==> src/rtl/fetch_pkg.sv <==
// fetch_pkg: fetch FSM states and the branch opcode/cond encodings shared with decode.
package fetch_pkg;
  typedef enum logic [1:0] {REQ, WAIT, DROP} state_t;
  localparam logic [3:0] OP_COND_BRANCH   = 4'b1101;
  localparam logic [4:0] OP_UNCOND_BRANCH = 5'b11100;
  localparam logic [3:0] COND_AL          = 4'b1110;
  localparam logic [3:0] COND_NV          = 4'b1111;
endpackage

==> src/rtl/branch_predict.sv <==
// branch_predict: static predictor, backward conditional and all unconditional branches taken.
module branch_predict import fetch_pkg::*; #(
  parameter int ADDR_W = 32
) (
  input  logic [15:0]       instr,
  input  logic [ADDR_W-1:0] pc,
  output logic              taken,
  output logic [ADDR_W-1:0] target
);
  logic cond, uncond;
  always_comb begin
    cond   = instr[15:12] == OP_COND_BRANCH && instr[11:8] != COND_AL && instr[11:8] != COND_NV && instr[7];
    uncond = instr[15:11] == OP_UNCOND_BRANCH;
    taken  = cond || uncond;
    target = pc + ADDR_W'(4) + (uncond ? {{(ADDR_W-12){instr[10]}}, instr[10:0], 1'b0}
                                       : {{(ADDR_W-9){instr[7]}}, instr[7:0], 1'b0});
  end
endmodule

==> src/rtl/fetch_stage.sv <==
// fetch_stage: PC, single-outstanding imem fetch and decode slot with redirect flush.
// Define FETCH_STATIC_PREDICT_EN to enable static branch prediction on captured instructions.
module fetch_stage import fetch_pkg::*; #(
  parameter int              ADDR_W   = 32,
  parameter logic [ADDR_W-1:0] RESET_PC = '0
) (
  input  logic              clk,
  input  logic              rst,
  output logic              imem_req_valid,
  input  logic              imem_req_ready,
  output logic [ADDR_W-1:0] imem_req_addr,
  input  logic              imem_rsp_valid,
  input  logic [15:0]       imem_rsp_data,
  input  logic              redirect_valid,
  input  logic [ADDR_W-1:0] redirect_pc,
  output logic              id_valid,
  input  logic              id_ready,
  output logic [15:0]       id_instr,
  output logic [ADDR_W-1:0] id_pc,
  output logic              id_pred_taken
);
  state_t state;
  logic [ADDR_W-1:0] pc, next_pc;
  logic taken, fire;
`ifdef FETCH_STATIC_PREDICT_EN
  logic [ADDR_W-1:0] target;
  branch_predict #(.ADDR_W(ADDR_W)) u_bp (.instr(imem_rsp_data), .pc(pc), .taken(taken), .target(target));
  assign next_pc = taken ? target : pc + ADDR_W'(2);
`else
  assign taken   = 1'b0;
  assign next_pc = pc + ADDR_W'(2);
`endif
  assign imem_req_valid = !rst && state == REQ && (!id_valid || id_ready);
  assign fire           = imem_req_valid && imem_req_ready;
  assign imem_req_addr  = pc;
  always_ff @(posedge clk) begin
    if (rst) begin
      state         <= REQ;
      pc            <= RESET_PC;
      id_valid      <= 1'b0;
      id_instr      <= '0;
      id_pc         <= '0;
      id_pred_taken <= 1'b0;
    end else if (redirect_valid) begin
      pc       <= {redirect_pc[ADDR_W-1:1], 1'b0};
      id_valid <= 1'b0;
      // an accepted or still-pending read must be swallowed before refetching
      state    <= state == REQ ? (fire ? DROP : REQ) : (imem_rsp_valid ? REQ : DROP);
    end else begin
      if (id_ready) id_valid <= 1'b0;
      if (state == REQ && fire) state <= WAIT;
      if (state == DROP && imem_rsp_valid) state <= REQ;
      if (state == WAIT && imem_rsp_valid) begin
        state         <= REQ;
        id_valid      <= 1'b1;
        id_instr      <= imem_rsp_data;
        id_pc         <= pc;
        id_pred_taken <= taken;
        pc            <= next_pc;
      end
    end
  end
endmodule

==> config.mk <==
export PLATFORM = sky130hd
export DESIGN_NAME = fetch_stage
export DESIGN_NICKNAME = d
export VERILOG_FILES = /design/src/rtl/fetch_pkg.sv /design/src/rtl/branch_predict.sv /design/src/rtl/fetch_stage.sv
export SDC_FILE = /design/constraint.sdc
export NUM_CORES = 1
export LEC_CHECK = 0
export ABC_AREA = 1
export CORE_MARGIN = 2
export CORE_UTILIZATION = 50
export DETAILED_ROUTE_END_ITERATION = 12
export PLACE_DENSITY = 0.95
export REMOVE_ABC_BUFFERS = 1
export SKIP_LAST_GASP = 1
export SLEW_MARGIN = 15
export SYNTH_ARGS = -nofsm -noshare
export SYNTH_HDL_FRONTEND = slang
export SYNTH_SLANG_ARGS = --single-unit
==> constraint.sdc <==
create_clock -name clk -period 2.66 [get_ports clk]
set_clock_uncertainty 0.1 [all_clocks]
set_input_delay 0.399 -clock clk [delete_from_list [all_inputs] [get_ports clk]]
set_output_delay 0.399 -clock clk [all_outputs]
set_load 0.05 [all_outputs]
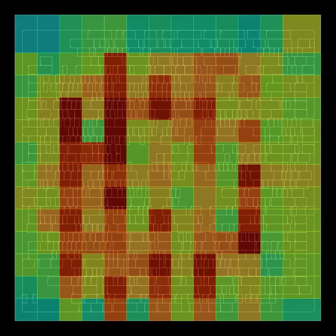
Run 1: track usage over the die
core occupancy in the finished layout: 72.48%
Global Route met3 Usage: 5.108%
wire per inst: 14.30 um

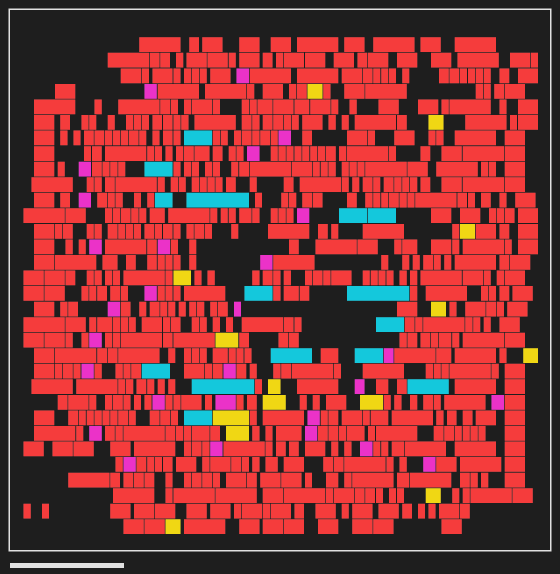
Run 1: drive-strength map
The bar under the picture is 20 um long.
| color | size | cells | share |
|---|---|---|---|
| cyan | x6 and larger | 15 | 2.0% |
| red | x1 and smaller | 695 | 92% |
| yellow | x3 and x4 | 14 | 1.9% |
| magenta | x2 | 28 | 3.7% |

==> reports/qor.log, run 1 <==
INFO  run_status     status=finished clean
INFO  hold_path      worst_hold_startpoint=id_pc[19]$_SDFFE_PP0P_
INFO  timing         fmaxAchievable=0.4497GHz
INFO  clocking       cts_htree_levels=3
INFO  critical_path  worstSetupStartpoint=imem_req_addr[13]$_SDFFE_PP0P_
INFO  place          detailed_place_hpwl=8.625mm
INFO  critical_path  r2r-start=state[1]$_SDFFE_PP0P_
INFO  clocking       clockBufferDepth=2
INFO  timing         report.final.setup_viol=0
INFO  final_layout   filler_cell_count=620
INFO  synth          yosysChipArea=4093um^2
INFO  routing        via_per_inst=5.300
INFO  global_route   grt_max_degree=61
INFO  synth          synth_top_flop_cell=sky130_fd_sc_hd__dfxtp_1
INFO  critical_path  startpoint_type=flop
INFO  synth          yosys_warnings=0
INFO  final_layout   largest_cell_class=multi-input combinational cells
INFO  clocking       clkSlewWorstSetupHoldPaths=0.09ns
INFO  clocking       cts.root.buffer_cell=sky130_fd_sc_hd__clkbuf_8
INFO  timing         tightestPinTransition=0.5693ns
INFO  job            cap_violations=0
INFO  synth          netlist_top_cells_count=141 x sky130_fd_sc_hd__nand2_1, 113 x sky130_fd_sc_hd__nor2_1, 81 x sky130_fd_sc_hd__dfxtp_1, 72 x sky130_fd_sc_hd__inv_1, 57 x sky130_fd_sc_hd__o21ai_0
INFO  clocking       cts_tree=built
INFO  critical_path  crit_type=reg2out
INFO  final_layout   proportion_of_cell_area_spent_on_the_clock_network=4.245%
INFO  synth          synthesis.area=4093um^2
INFO  synth          post_synth_inst_count=624
INFO  final_layout   multiInputGateArea=2029um^2
INFO  routing        ant_nets=0
INFO  final_layout   non_clock_buffer_count=139
INFO  final_layout   non_cts_inverters=75
INFO  hold_path      number_of_cells_on_the_worst_hold_path=2
INFO  final_layout   most_common_logic_cell_in_the_routed_design=sky130_fd_sc_hd__nand2_1
INFO  timing         post-route-min-period=2.223ns
INFO  floorplan      overall_chip_area=8925um^2
INFO  critical_path  crit_family=buffers and inverters
INFO  final_layout   nMultiInputCombCells=441
INFO  critical_path  critical_path_buf_inv_count=1
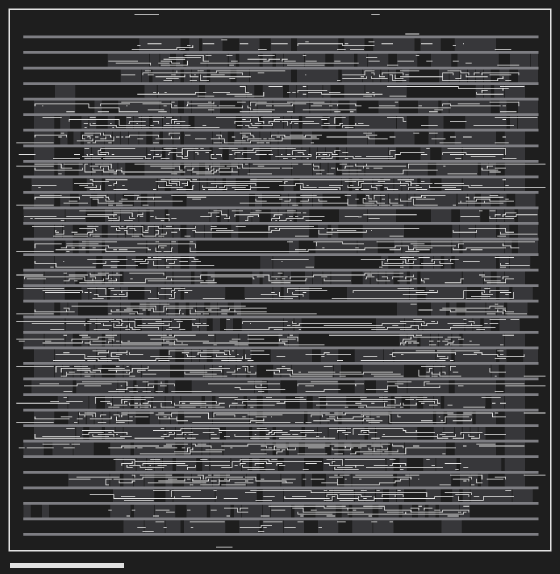
Run 1: met1 routing
The bar under the picture is 20 um long. Supply wires on this layer in gray. Cells faint in the background.
share of all routed wire: 42%
longest straight run: 27.6 um
wire length on this layer: 5,120 um

## run 1: routing by layer
layer	vias to the layer above	wire [um]	global-route usage, %
met5	-	0	0
met4	0	313	12.92
met3	38	804	5.108
met2	198	5973	50.83
met1	2090	5120	33.65
li1	2200	-	-
## run 1: kinds of logic (layout without fill, tap and decap cells)
group                      count (synthesis)  after routing  share of synthesized area (%)
and+or+nand+nor                          343            343                          36.75
DFF                                       81             81                          39.62
xor gates and xnor gates                   4              4                         0.8559
adders and majority gates                  1              1                         0.3057
other                                      1              3                        0.09163
AOI/OAI and AO/OA                         90             90                          11.40
buffers and inverters                    104            230                          10.97
## run 1: state kept, by name (all words and copies together) (netlist names)
signal,count
state,2
id_pc,31
imem_req_addr,31
id_valid,1
id_instr,16
## run 1: worst paths after layout
path	to	slack, ns
max	imem_req_addr[13]	0.44
min	id_pc[19]$_SDFFE_PP0P_	0.37
max reg2reg	imem_req_addr[26]$_SDFFE_PP0P_	0.60
min reg2reg	id_pc[19]$_SDFFE_PP0P_	0.37
## run 1: power by group
| group | internal (mW) | leakage (nW) | switching (mW) |
|---|---|---|---|
| sequential | 1.25 | 0.659 | 0.0491 |
| combinational | 0.185 | 1.59 | 0.296 |
| clock | 0.626 | 0.124 | 0.478 |
## run 1: metrics by stage
| stage | instances | power (mW) | setup WS (ns) | hold slack, ns | cell area [um^2] |
|---|---|---|---|---|---|
| finish | 854 | 2.884 | 0.4365 | 0.3707 | 5688 |
| global route | 854 | 2.977 | 0.3165 | 0.4072 | 5688 |
| CTS | 854 | 2.878 | 0.4332 | 0.3714 | 5688 |
| detailed placement | 838 | 1.802 | 0.1377 | 0.3584 | 5446 |
| global placement | 838 | 1.786 | 0.2714 | 0.3528 | 5446 |
| floorplan | 597 | 1.584 | 0.5711 | 0.3681 | 3935 |
==> run 2, diff against run 1 <==
- CORE_UTILIZATION: 50 -> 46
- PLACE_DENSITY: 0.95 -> 0.89
- clock period: 2.66 -> 2.22 ns (I/O delays scaled with it)
==> reports/qor.log, run 2 <==
INFO  job            cap_violations=0
INFO  critical_path  crit_type=reg2out
INFO  floorplan      overall_chip_area=9668um^2
INFO  final_layout   finalNonFillerCells=866
INFO  critical_path  crit_family=buffers and inverters
INFO  critical_path  reg2reg_to=imem_req_addr[19]$_SDFFE_PP0P_
INFO  run_status     status=finished clean
INFO  routing        via_per_inst=5.109
INFO  place          detailedPlace.worstSlack=0.1115ns
INFO  routing        ant_nets=0
INFO  timing         fmaxAchievable=0.4672GHz
INFO  critical_path  r2r-start=imem_req_addr[2]$_SDFFE_PP0P_
INFO  synth          yosysChipArea=4093um^2
INFO  synth          synthesis.area=4093um^2
INFO  clocking       cts_htree_levels=3
INFO  critical_path  startpoint_type=flop
INFO  place          detailed_place.area=5512um^2
INFO  timing         setup_ws=0.07966ns
INFO  timing         post-route-min-period=2.140ns
INFO  final_layout   filler_cell_count=762
INFO  synth          yosys_warnings=0
INFO  synth          netlist_top_cells_count=141 x sky130_fd_sc_hd__nand2_1, 113 x sky130_fd_sc_hd__nor2_1, 81 x sky130_fd_sc_hd__dfxtp_1, 72 x sky130_fd_sc_hd__inv_1, 57 x sky130_fd_sc_hd__o21ai_0
INFO  hold_path      worst_hold_startpoint=id_pc[31]$_SDFFE_PP0P_
INFO  clocking       cts_tree=built
INFO  synth          synth_top_flop_cell=sky130_fd_sc_hd__dfxtp_1
INFO  critical_path  critical_path_buf_inv_count=1
INFO  hold_path      number_of_cells_on_the_worst_hold_path=2
INFO  clocking       clkSlewWorstSetupHoldPaths=0.09ns
INFO  clocking       cts.root.buffer_cell=sky130_fd_sc_hd__clkbuf_8
==> run 2: cell counts after synthesis <==
Identical to the previous run, type by type.
==> run 2: logic make-up (layout without fill, tap and decap cells) <==
kind of cell | after synthesis | after routing | share of synthesized area [%]
adders and majority gates | 1 | 1 | 0.3057
xor gates and xnor gates | 4 | 4 | 0.8559
and+or+nand+nor | 343 | 343 | 36.75
buffers and inverters | 104 | 236 | 10.97
AOI/OAI and AO/OA | 90 | 90 | 11.40
DFF | 81 | 81 | 39.62
other | 1 | 3 | 0.09163
==> run 2: worst max path at each step <==
stage                                  startpoint                              to  slack (ns)
floorplan                                     rst                  imem_req_valid        0.26
global placement                   redirect_valid  imem_req_addr[17]$_SDFFE_PP0P_        0.20
detailed placement                 imem_rsp_valid  imem_req_addr[15]$_SDFFE_PP0P_        0.11
CTS                 imem_req_addr[3]$_SDFFE_PP0P_                imem_req_addr[3]        0.08
global route        imem_req_addr[5]$_SDFFE_PP0P_                imem_req_addr[5]        0.05
finish              imem_req_addr[3]$_SDFFE_PP0P_                imem_req_addr[3]        0.08
==> run 2: power by group <==
group | internal (mW) | switching (mW) | total, mW
combinational | 0.227 | 0.354 | 0.581
sequential | 1.50 | 0.0582 | 1.56
clock | 0.399 | 0.529 | 0.928
==> run 2: final cells by class <==
type,count,area [um^2],share of cell area [%]
Sequential cell,81,1622,28.58
Inverter,75,284.0,5.006
Tap cell,108,135.1,2.381
Clock buffer,10,127.6,2.249
Clock inverter,6,35.03,0.6174
Timing Repair Buffer,145,1441,25.40
Multi-Input combinational cell,441,2029,35.77
==> run 2: per-layer routing <==
layer | up-vias | wire [um] | track usage [%]
li1 | 2210 | - | -
met1 | 2028 | 5278 | 30.81
met2 | 164 | 5866 | 43.01
met3 | 22 | 765 | 3.508
met4 | 0 | 221 | 10.22
met5 | - | 0 | 0
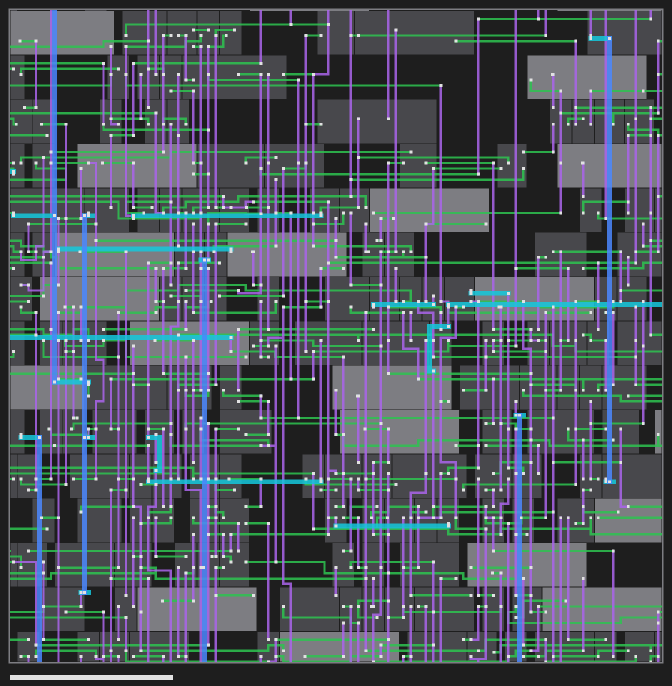
Run 2: close-up of the layout
The bar under the picture is 10 um long. Window x 29 to 69, y 9 to 49 um. Cells in gray, sequential cells in the stronger gray; small squares are vias.
| color | layer |
|---|---|
| purple | M2 |
| blue | M4 |
| green | M1 |
| cyan | M3 |
sequential cells in the window: 18
netlist names of flops here include: imem_req_addr (11), id_pc (7)
cells with their middle in the window: 162
most frequent: nand2_1 (35), dfxtp_1 (18), nor2_1 (17)

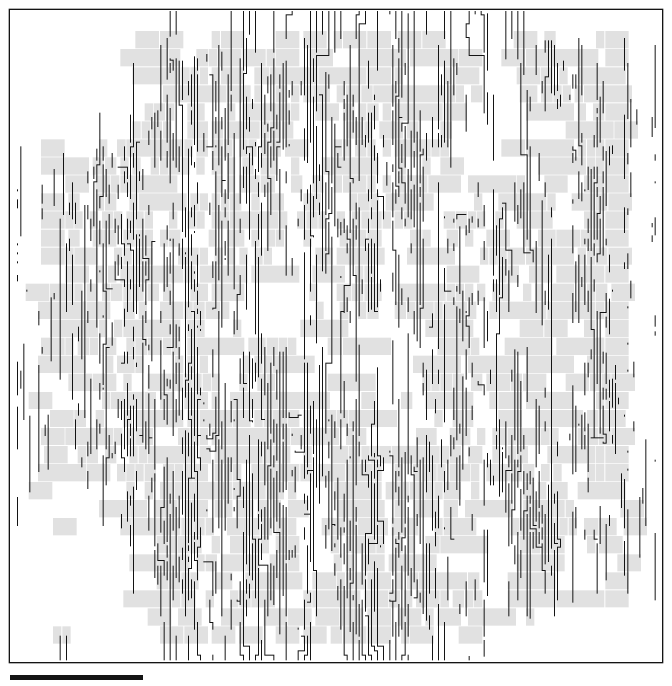
Run 2: M2 wires
The bar under the picture is 20 um long. Cells faint in the background.
nets with wire on the layer: 666
longest straight run: 46.6 um
wire length on this layer: 5,870 um
share of all routed wire: 48%

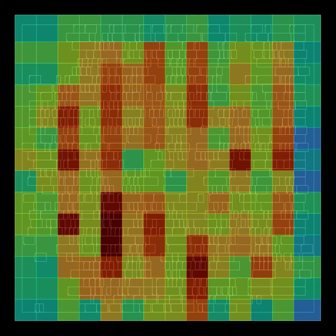
Run 2: track usage over the die
wire per inst: 14.01 um
Global Route met3 Usage: 3.508%
core occupancy in the finished layout: 65.38%
met1 layer usage reported by global route: 30.81%
most heavily used metal layer in global routing: met2

==> run 3, diff against run 2 <==
- CORE_MARGIN: 2 -> 3
==> reports/qor.log, run 3 <==
INFO  synth          synthesis.area=4093um^2
INFO  final_layout   multiInputGateArea=2029um^2
INFO  final_layout   flops=81
INFO  job            cap_violations=0
INFO  clocking       clkSlewWorstSetupHoldPaths=0.08ns
INFO  place          detailedPlace.worstSlack=0.09914ns
INFO  floorplan      overall_chip_area=10,070um^2
INFO  final_layout   clock_buffer_count=10
INFO  final_layout   non_clock_buffer_count=147
INFO  critical_path  critical_path_buf_inv_count=1
INFO  power_and_ir_drop net_switching_component_of_the_power=0.9648mW
INFO  synth          netlist_top_cells_count=141 x sky130_fd_sc_hd__nand2_1, 113 x sky130_fd_sc_hd__nor2_1, 81 x sky130_fd_sc_hd__dfxtp_1, 72 x sky130_fd_sc_hd__inv_1, 57 x sky130_fd_sc_hd__o21ai_0
INFO  timing         tightestPinTransition=0.5481ns
INFO  clocking       clockBufferDepth=2
INFO  final_layout   nMultiInputCombCells=441
INFO  timing         setup_ws=0.09433ns
INFO  critical_path  regToRegSetupSlack=0.42ns
INFO  timing         report.final.setup_viol=0
INFO  final_layout   proportion_of_cell_area_spent_on_the_clock_network=3.590%
INFO  global_route   grt_max_degree=39
INFO  synth          yosysChipArea=4093um^2
INFO  timing         fmaxAchievable=0.4704GHz
INFO  power_and_ir_drop power.combinational.fraction=18.1%
INFO  power_and_ir_drop power.share.clock=34.0%
INFO  synth          post_synth_inst_count=624
INFO  final_layout   non_cts_inverters=75
INFO  clocking       cts.root.buffer_cell=sky130_fd_sc_hd__clkbuf_8
INFO  final_layout   area.sequential=1622um^2
INFO  routing        ant_nets=0
INFO  final_layout   filler_cell_count=738
INFO  critical_path  crit_family=buffers and inverters
INFO  floorplan      taps=105
INFO  clocking       cts_htree_levels=3
INFO  hold_path      number_of_cells_on_the_worst_hold_path=2
INFO  synth          synth_top_flop_cell=sky130_fd_sc_hd__dfxtp_1
INFO  run_status     status=finished clean
INFO  final_layout   most_common_logic_cell_in_the_routed_design=sky130_fd_sc_hd__nand2_1
INFO  power_and_ir_drop power.share.sequential=47.9%
run 3: cell types whose count changed in the layout (fill, tap and decap cells not counted), sizes merged:
cell / delta
buf: +2
clkinv: -1
bufinv: +1
run 3: layer usage:
metal | GRT usage, % | part of all wire (%)
met5 | 0 | 0
met4 | 9.741 | 2.7
met3 | 3.961 | 7.4
met2 | 42.71 | 48
met1 | 31.74 | 42
run 3: power groups by stage:
stage	sequential [mW]	clock (mW)	combinational [mW]
finish	1.55	1.10	0.588
CTS	1.55	1.12	0.587
detailed placement	1.59	0	0.583
global placement	1.58	0	0.569
floorplan	1.73	0	0.168
global route	1.56	1.19	0.629
run 3: worst max-delay path by stage:
| stage | depth (start not counted) | startpoint | slack [ns] | endpoint |
|---|---|---|---|---|
| after floorplan | 3 | rst | 0.26 | imem_req_valid |
| after global placement | 10 | imem_rsp_valid | 0.18 | imem_req_addr[28]$_SDFFE_PP0P_ |
| after detailed placement | 10 | imem_rsp_valid | 0.1 | imem_req_addr[28]$_SDFFE_PP0P_ |
| after CTS | 1 | imem_req_addr[3]$_SDFFE_PP0P_ | 0.08 | imem_req_addr[3] |
| after global routing | 1 | imem_req_addr[3]$_SDFFE_PP0P_ | 0.03 | imem_req_addr[3] |
| final | 1 | imem_req_addr[13]$_SDFFE_PP0P_ | 0.09 | imem_req_addr[13] |
run 3: logic make-up after synthesis:
logic type | Yosys count | share of synthesized area, %
other | 1 | 0.09163
AOI/OAI and AO/OA | 90 | 11.40
and+or+nand+nor | 343 | 36.75
DFF | 81 | 39.62
adders and majority gates | 1 | 0.3057
xor gates and xnor gates | 4 | 0.8559
buffers and inverters | 104 | 10.97
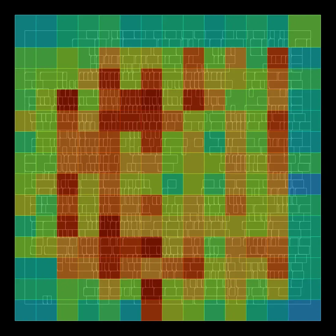
Run 3: track usage over the die
gr usage total: 25.07%
met1 layer usage reported by global route: 31.74%
Global Route met3 Usage: 3.961%
core occupancy in the finished layout: 67.86%
wire per inst: 14.37 um

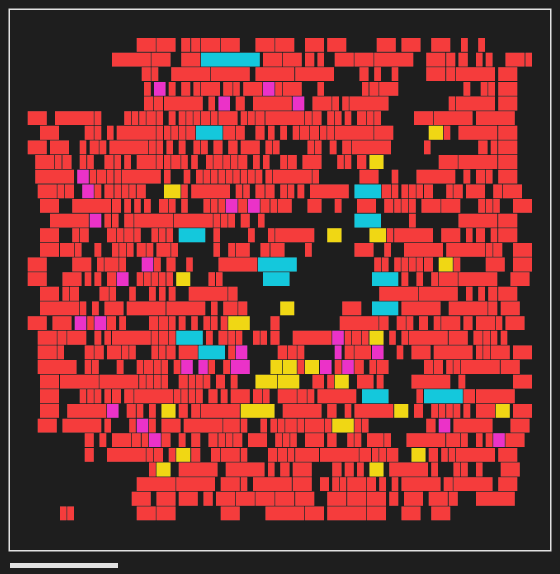
Run 3: drive-strength map
The bar under the picture is 20 um long.
| color | size | cells | share |
|---|---|---|---|
| cyan | x6 and larger | 13 | 1.7% |
| yellow | x3 and x4 | 25 | 3.3% |
| red | x1 and smaller | 695 | 91% |
| magenta | x2 | 27 | 3.6% |

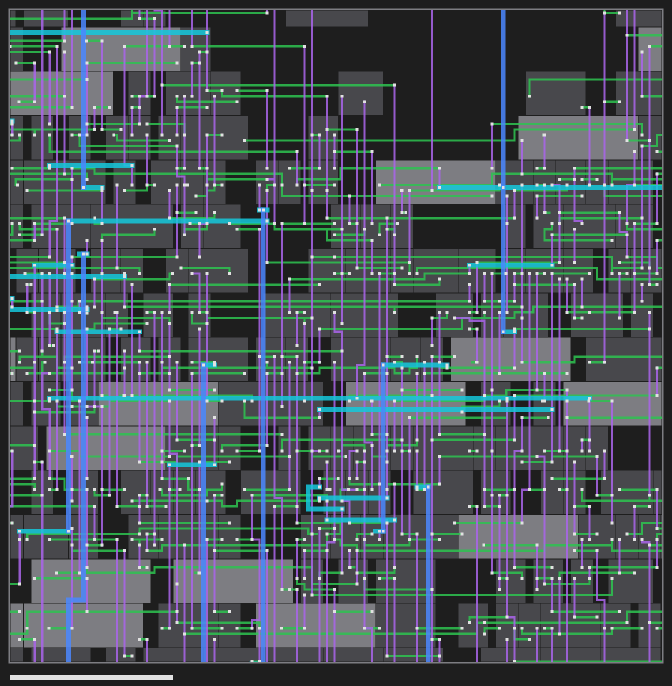
Run 3: close-up of the layout
The bar under the picture is 10 um long. Window x 30 to 70, y 10 to 50 um. Cells in gray, sequential cells in the stronger gray; small squares are vias.
| color | layer |
|---|---|
| cyan | M3 |
| blue | M4 |
| green | M1 |
| purple | M2 |
sequential cells in the window: 14
most frequent: nand2_1 (35), inv_1 (15), nor2_1 (15)
netlist names of flops here include: imem_req_addr (9), id_pc (5)
cells with their middle in the window: 159

Power and IR drop assume default switching activity.
